<file path="src/rtl/pk_gen_arbiter.sv">
// pk_gen_arbiter
//   Shares one public_key_gen among N_REQ requesters. A round-robin pick
//   latches the winner's secret key and runs the generator in decipher mode.
//   The block then waits for ready, error or a timeout, and returns the result
//   over a valid/ready response channel.
//
// Ports
//   clk, rst_n   clock, asynchronous active-low reset
//   req          per-requester request level, held until grant
//   req_seckey   packed secret keys, requester i at [8i+7:8i]
//   grant        one-hot, one-cycle accept pulse
//   busy         high whenever the sequencer is not idle
//   rsp_valid/rsp_ready  response handshake
//   rsp_id/rsp_pk/rsp_err  requester index, public key (0 on error), status
//   kg_mode/kg_seckey      drive the shared generator
//   kg_pk/kg_ready/kg_err  generator results
//
// Every output comes straight from a register.

module pk_gen_arbiter #(
  parameter int N_REQ   = 2,
  parameter int TIMEOUT = 8
) (
  input  logic               clk,
  input  logic               rst_n,
  input  logic [N_REQ-1:0]   req,
  input  logic [8*N_REQ-1:0] req_seckey,
  output logic [N_REQ-1:0]   grant,
  output logic               busy,
  output logic               rsp_valid,
  input  logic               rsp_ready,
  output logic [1:0]         rsp_id,
  output logic [7:0]         rsp_pk,
  output logic [1:0]         rsp_err,
  output logic [1:0]         kg_mode,
  output logic [7:0]         kg_seckey,
  input  logic [7:0]         kg_pk,
  input  logic               kg_ready,
  input  logic               kg_err
);

  localparam int              TW     = $clog2(TIMEOUT);
  localparam logic [TW-1:0]   T_LAST = TW'(TIMEOUT - 1);

  localparam logic [1:0] MODE_OFF = 2'b00;
  localparam logic [1:0] MODE_DEC = 2'b01;
  localparam logic [1:0] ERR_OK   = 2'b00;
  localparam logic [1:0] ERR_KEY  = 2'b01;
  localparam logic [1:0] ERR_TMO  = 2'b10;

  typedef enum logic [1:0] {S_IDLE, S_ISSUE, S_WAIT, S_RESP} state_e;

  state_e             state_q;
  logic [1:0]         last_q;
  logic [1:0]         id_q;
  logic [N_REQ-1:0]   grant_q;
  logic               busy_q;
  logic               rsp_valid_q;
  logic [7:0]         rsp_pk_q;
  logic [1:0]         rsp_err_q;
  logic [1:0]         kg_mode_q;
  logic [7:0]         kg_key_q;
  logic [TW-1:0]      timer_q;

  // ---------------------------------------------------------------------------
  // Round-robin pick.
  // The request vector is doubled and shifted so that bit 0 of the rotated
  // vector is requester last_q+1. The lowest set bit is then the winner's
  // offset, and every array index stays a loop constant.
  // ---------------------------------------------------------------------------
  logic [2*N_REQ-1:0] req2, rot;
  logic               pick_vld;
  logic [2:0]         off, sum;
  logic [1:0]         pick_id;
  logic [N_REQ-1:0]   pick_oh;
  logic [7:0]         pick_key;

  always_comb begin
    req2     = {req, req};
    rot      = req2 >> (int'(last_q) + 1);
    pick_vld = 1'b0;
    off      = '0;
    // descending scan so the lowest offset is the last (winning) assignment
    for (int j = N_REQ - 1; j >= 0; j--) begin
      if (rot[j]) begin
        pick_vld = 1'b1;
        off      = 3'(j);
      end
    end
    // last_q+1+off < 2*N_REQ, so a single wrap is enough
    sum = {1'b0, last_q} + 3'd1 + off;
    if (sum >= 3'(N_REQ)) sum = sum - 3'(N_REQ);
    pick_id  = sum[1:0];
    pick_oh  = '0;
    pick_key = '0;
    for (int i = 0; i < N_REQ; i++) begin
      if (pick_vld && (pick_id == 2'(i))) begin
        pick_oh[i] = 1'b1;
        pick_key   = req_seckey[8*i +: 8];
      end
    end
  end

  // ---------------------------------------------------------------------------
  // Sequencer: IDLE -> ISSUE -> WAIT -> RESP -> IDLE
  // (ISSUE goes straight to RESP when the key is rejected.)
  // ---------------------------------------------------------------------------
  always_ff @(posedge clk or negedge rst_n) begin
    if (!rst_n) begin
      state_q     <= S_IDLE;
      last_q      <= 2'(N_REQ - 1);   // requester 0 wins first after reset
      id_q        <= '0;
      grant_q     <= '0;
      busy_q      <= 1'b0;
      rsp_valid_q <= 1'b0;
      rsp_pk_q    <= '0;
      rsp_err_q   <= ERR_OK;
      kg_mode_q   <= MODE_OFF;
      kg_key_q    <= '0;
      timer_q     <= '0;
    end else begin
      grant_q <= '0;                  // grant is a single-cycle pulse
      unique case (state_q)
        S_IDLE: begin
          kg_mode_q <= MODE_OFF;
          kg_key_q  <= '0;
          if (pick_vld) begin
            grant_q   <= pick_oh;
            kg_key_q  <= pick_key;
            kg_mode_q <= MODE_DEC;
            id_q      <= pick_id;
            last_q    <= pick_id;
            busy_q    <= 1'b1;
            state_q   <= S_ISSUE;
          end
        end

        S_ISSUE: begin
          // kg_err is combinational from kg_seckey and is valid already here
          if (kg_err) begin
            rsp_err_q   <= ERR_KEY;
            rsp_pk_q    <= '0;
            rsp_valid_q <= 1'b1;
            kg_mode_q   <= MODE_OFF;
            kg_key_q    <= '0;
            state_q     <= S_RESP;
          end else begin
            timer_q <= '0;
            state_q <= S_WAIT;
          end
        end

        S_WAIT: begin
          if (kg_err) begin
            rsp_err_q   <= ERR_KEY;
            rsp_pk_q    <= '0;
            rsp_valid_q <= 1'b1;
            kg_mode_q   <= MODE_OFF;
            kg_key_q    <= '0;
            state_q     <= S_RESP;
          end else if (kg_ready) begin
            rsp_err_q   <= ERR_OK;
            rsp_pk_q    <= kg_pk;
            rsp_valid_q <= 1'b1;
            kg_mode_q   <= MODE_OFF;
            kg_key_q    <= '0;
            state_q     <= S_RESP;
          end else if (timer_q == T_LAST) begin
            rsp_err_q   <= ERR_TMO;
            rsp_pk_q    <= '0;
            rsp_valid_q <= 1'b1;
            kg_mode_q   <= MODE_OFF;
            kg_key_q    <= '0;
            state_q     <= S_RESP;
          end else begin
            timer_q <= timer_q + 1'b1;
          end
        end

        S_RESP: begin
          // rsp_valid_q is always set in this state, so rsp_ready alone
          // completes the handshake. No arbitration happens here.
          if (rsp_ready) begin
            rsp_valid_q <= 1'b0;
            busy_q      <= 1'b0;
            state_q     <= S_IDLE;
          end
        end

        default: state_q <= S_IDLE;
      endcase
    end
  end

  assign grant     = grant_q;
  assign busy      = busy_q;
  assign rsp_valid = rsp_valid_q;
  assign rsp_id    = id_q;
  assign rsp_pk    = rsp_pk_q;
  assign rsp_err   = rsp_err_q;
  assign kg_mode   = kg_mode_q;
  assign kg_seckey = kg_key_q;

endmodule

</file>
<file path="config.mk">
export PLATFORM = sky130hd
export DESIGN_NAME = pk_gen_arbiter
export DESIGN_NICKNAME = d
export VERILOG_FILES = /design/src/rtl/pk_gen_arbiter.sv
export SDC_FILE = /design/constraint.sdc
export NUM_CORES = 1
export LEC_CHECK = 0
export ABC_AREA = 1
export CORE_ASPECT_RATIO = 0.5
export CORE_MARGIN = 2
export CORE_UTILIZATION = 45
export DETAILED_ROUTE_END_ITERATION = 6
export GPL_TIMING_DRIVEN = 0
export PLACE_DENSITY_LB_ADDON = 0.2
export SETUP_SLACK_MARGIN = 0.2
export SLEW_MARGIN = 20
export SYNTH_ARGS = -nofsm -noshare
export SYNTH_HDL_FRONTEND = slang
export SYNTH_SLANG_ARGS = --single-unit
</file>
<file path="constraint.sdc">
create_clock -name clk -period 2.45 [get_ports clk]
set_input_delay 0.49 -clock clk [delete_from_list [all_inputs] [get_ports clk]]
set_output_delay 0.49 -clock clk [all_outputs]
set_load 0.1 [all_outputs]
</file>
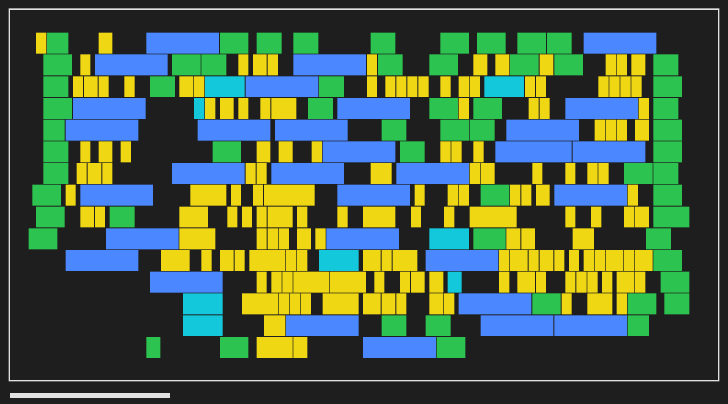
Figure 1: run 1, cell classes on the final placement.
Scale bar: 20 µm.
yellow -> all other logic  # cells 160
green -> other buffers and delay cells  # cells 58
cyan -> clock drivers and dummy loads  # cells 8
blue -> flip-flops  # cells 31

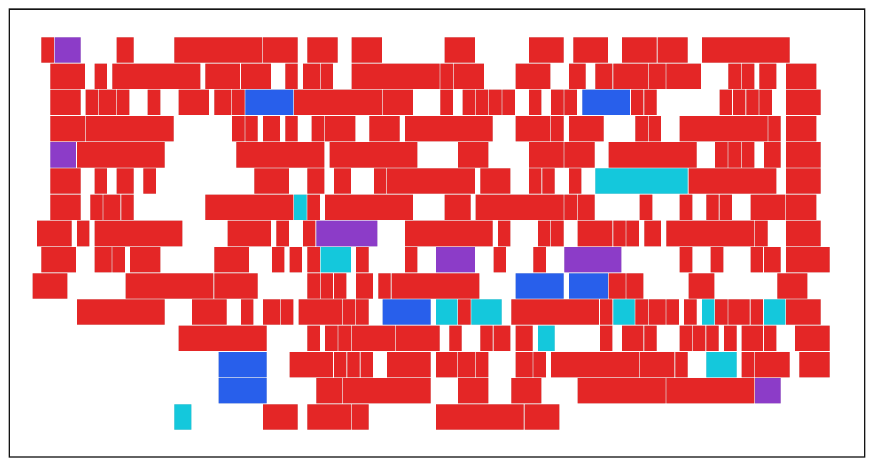
Figure 2: run 1, sizing map.
red -> drive 1 or less  # cells 233, most used nand2_1
purple -> drive 3 to 4  # cells 6, most used buf_4
blue -> drive 6 and up  # cells 7, most used clkbuf_8
cyan -> drive 2  # cells 11, most used o21ai_2
Repair and plain buffers: 58
fin area: 2280 µm²
area grow syn2layout: 41.2%
post-route setup slack: 0.242 ns

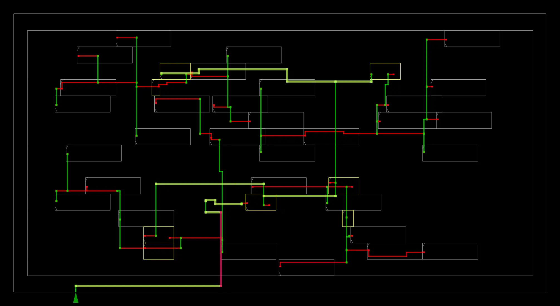
Figure 3: run 1, the clock network.
clk sinks: 31
Worst-Skew Late Latency: 0.29 ns
seq_cells: 31
Clk power: 418 µW
clkbuf count: 7

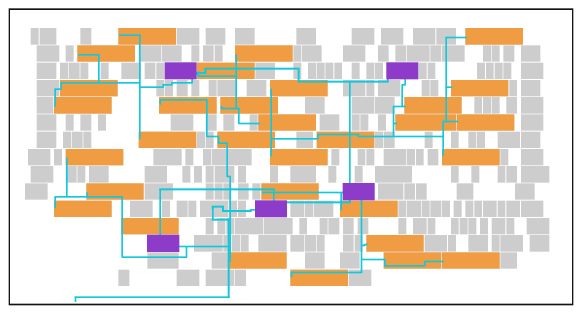
Figure 4: run 1, clock distribution.
purple -> cells driving clock nets  # count 5
orange -> flip-flops  # count 31
cyan -> clock wires  # length 457 µm
routed clock nets = 6
flops lie = all over the die

==> results.txt, run 1 <==
yosys + openroad results -> Worst VDD drop between 0.0008 and 0.0009 V, xor+xnor area frac 0, most frequent cells after synthesis nand2_1, dfrtp_1, inv_1, Buf+Inv Stages, Crit Path 1, Clock Skews between 0.007 and 0.008 ns, yosys cell count approximately 200, worst-path cell chain clkdlybuf4s50_1, floorplan net count between 200 and 250, busiest grt layer met2, hold_buf cts 0, P_comb between 2000 and 2500 µW, Sequential Power Share 0.242, Rows 15, total negative slack 0 ns, Final Non-Filler Cells ~310, Routed WL per cell 11.3 µm, Synth Seq Share 0.482, root buffer cell clkbuf_8, # resized after CTS 23, fraction of area in registers 0.341, CP Class register to primary output, Max-Cap Viols 0, Clock Tree Buf Depth 2, core footprint around 3400 µm², Inserted Diodes 0, R2R depth 9, M1 wire length between 1500 and 2000 µm, ClkCell Share 0.0401, Worst Path Required between 1.5 and 2 ns, Inst Count DP roughly 300, met1 usage 0.230, Mapped Cells a little under 200, first-pass GRT wire length roughly 5600 µm, final-layout non-clock buffer area share 0.239, clock power share 0.125, Die X just under 90 µm, Die ar. around 4100 µm², Final Setup Violations 0, Top area cell types dfrtp_1, nand2_1, ha_1, Vias about 1400, most frequent cells in the layout nand2_1, dfrtp_1, clkdlybuf4s50_1, final-report hold violation count 0, status finished clean, met2 usage 0.310, CTS tree done, inverters 19, vias per inst between 4 and 5, Largest cell class flip-flops and latches, uppermost routed layer met4, placed inst area between 2000 and 2500 µm², # Post-CTS Setup Buffers 0, Power Density 1460 nW/µm², Yosys cell types 28, Psw approximately 1900 µW, # DRC 0, critical path depth 1, CP max FO 1, fin. max-slew vios 0, Top-area cell share 0.466, Critical Path AT roughly 1.7 ns, CTS clk-pin slew, worst paths roughly 0.070 ns, fraction of area in multi-input gates 0.321, final period utilization 0.901, worst reg2reg setup slack 0.70 ns, most common cell in the netlist nand2_1, H-Tree Depth 2, remaining antenna violation count after routing 0, asr flop ratio synth 1.00, FA/HA/MAJ Cells, Area Fraction 0.0621, Num CTS Buffers 5, WHS about 0.24 ns, mapped cell area 1610 µm², post-layout total power between 3000 and 4000 µW, tool warnings 31, Seq. pwr just over 800 µW, largest power group combinational cells, Synth flops 31, Final min period around 2.2 ns, number of I/O port buffers around 54, GRT Util Overall 0.188, comb_multi_in between 100 and 150, antenna violations before repair 0, Worst slew margin 0.356, Main logic family simple AND/OR/NAND/NOR gates, critical path's largest stage delay approximately 1.1 ns, Hold WC Path Type primary input to async pin, Critical R2R Capture kg_seckey[7], largest net degree at the start of global routing 32, combinational share of power 0.633, Syn. warnings 0
--- run 2 (diff from run 1) ---
- CORE_MARGIN: 2 -> 10
==> run 2 against run 1 <==
Clock power decreased by 4%; critical endpoint is now rsp_id[1]; sequential share of layout area increased by 0.075 points; clock skew decreased by 0.0054 ns.
==> results.txt, run 2 <==
yosys + openroad results -> status finished clean (unchanged), vias per inst 4.64 (was 4.66), tool warnings 31 (unchanged), remaining antenna violation count after routing 0 (unchanged), Power Density 1460 nW/µm² (about the same), Synth Seq Share 0.482 (unchanged), # Post-CTS Setup Buffers 0 (unchanged), antenna violations before repair 0 (unchanged), largest power group combinational cells (unchanged), CTS clk-pin slew, worst paths 0.06 ns (was 0.07 ns), Worst Setup EP rsp_id[1] (was grant[1]), uppermost routed layer met4 (unchanged), Final Non-Filler Cells 307 (was 308), Syn. warnings 0 (unchanged), Die X 105 µm (was 88.6 µm), P_comb 2120 µW (was 2110 µW), largest net degree at the start of global routing 32 (unchanged), worst reg2reg setup slack 0.70 ns (about the same), clock power share 0.120 (was 0.125), Inserted Diodes 0 (unchanged), busiest grt layer met2 (unchanged), post-layout total power 3320 µW (was 3330 µW), final-layout non-clock buffer area share 0.239 (about the same), Vias 1424 (was 1435), number of I/O port buffers 54 (unchanged), Final min period 2.13 ns (was 2.21 ns), Critical R2R Capture kg_seckey[0] (was kg_seckey[7]), WHS 0.246 ns (was 0.240 ns), # resized after CTS 24 (was 23), met2 WL 1910 µm (was 1650 µm), H-Tree Depth 2 (unchanged), Psw 1940 µW (about the same), fraction of area in multi-input gates 0.321 (about the same), Rows 15 (unchanged), floorplan net count 234 (unchanged), # DRC 0 (unchanged), combinational share of power 0.637 (was 0.633), core footprint 3430 µm² (unchanged), inverters 19 (unchanged), final-report hold violation count 0 (unchanged), hold_buf cts 0 (unchanged), M1 wire length 1810 µm (was 1580 µm), Largest cell class flip-flops and latches (unchanged), comb_multi_in 141 (unchanged), asr flop ratio synth 1.00 (unchanged), Worst slew margin 0.318 (was 0.356), area grow syn2layout 40.9% (was 41.2%), most common cell in the netlist nand2_1 (unchanged), clk sinks 31 (unchanged), fin area 2270 µm² (was 2280 µm²), xor+xnor area frac 0 (unchanged), Repair and plain buffers 58 (unchanged), Hold WC Path Type primary input to async pin (unchanged), root buffer cell clkbuf_8 (unchanged), critical path depth 2 (was 1), Die ar. 6520 µm² (was 4100 µm²), CTS tree done (unchanged), met2 usage 0.206 (was 0.310), Top-area cell share 0.466 (unchanged), met1 usage 0.136 (was 0.230), Yosys cell types 28 (unchanged), Clock Tree Buf Depth 2 (unchanged), critical path's largest stage delay 0.84 ns (was 1.12 ns), post-route setup slack 0.319 ns (was 0.242 ns), fin. max-slew vios 0 (unchanged), ClkCell Share 0.0386 (was 0.0401), fraction of area in registers 0.342 (was 0.341), Critical Path AT 1.64 ns (was 1.72 ns), seq_cells 31 (unchanged), most frequent cells after synthesis nand2_1, dfrtp_1, inv_1 (unchanged), Buf+Inv Stages, Crit Path 2 (was 1), Synth flops 31 (unchanged), first-pass GRT wire length 6510 µm (was 5640 µm), Worst VDD drop 0.000732 V (was 0.000876 V), Max-Cap Viols 0 (unchanged), Top area cell types dfrtp_1, nand2_1, ha_1 (unchanged), Seq. pwr 806 µW (was 805 µW), most frequent cells in the layout nand2_1, dfrtp_1, clkdlybuf4s50_1 (unchanged)
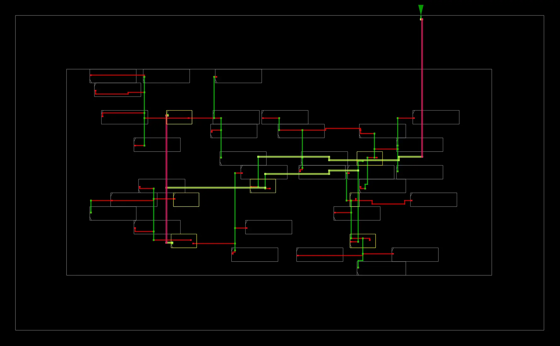
Figure 5: run 2, the clock network.
Clock Skews: 0.00215 ns
Worst-Skew Late Latency: 0.28 ns
clkbuf count: 6
Num CTS Buffers: 5
Clk power: 400 µW

No activity file was given, so power comes from the tool's default toggle rates.
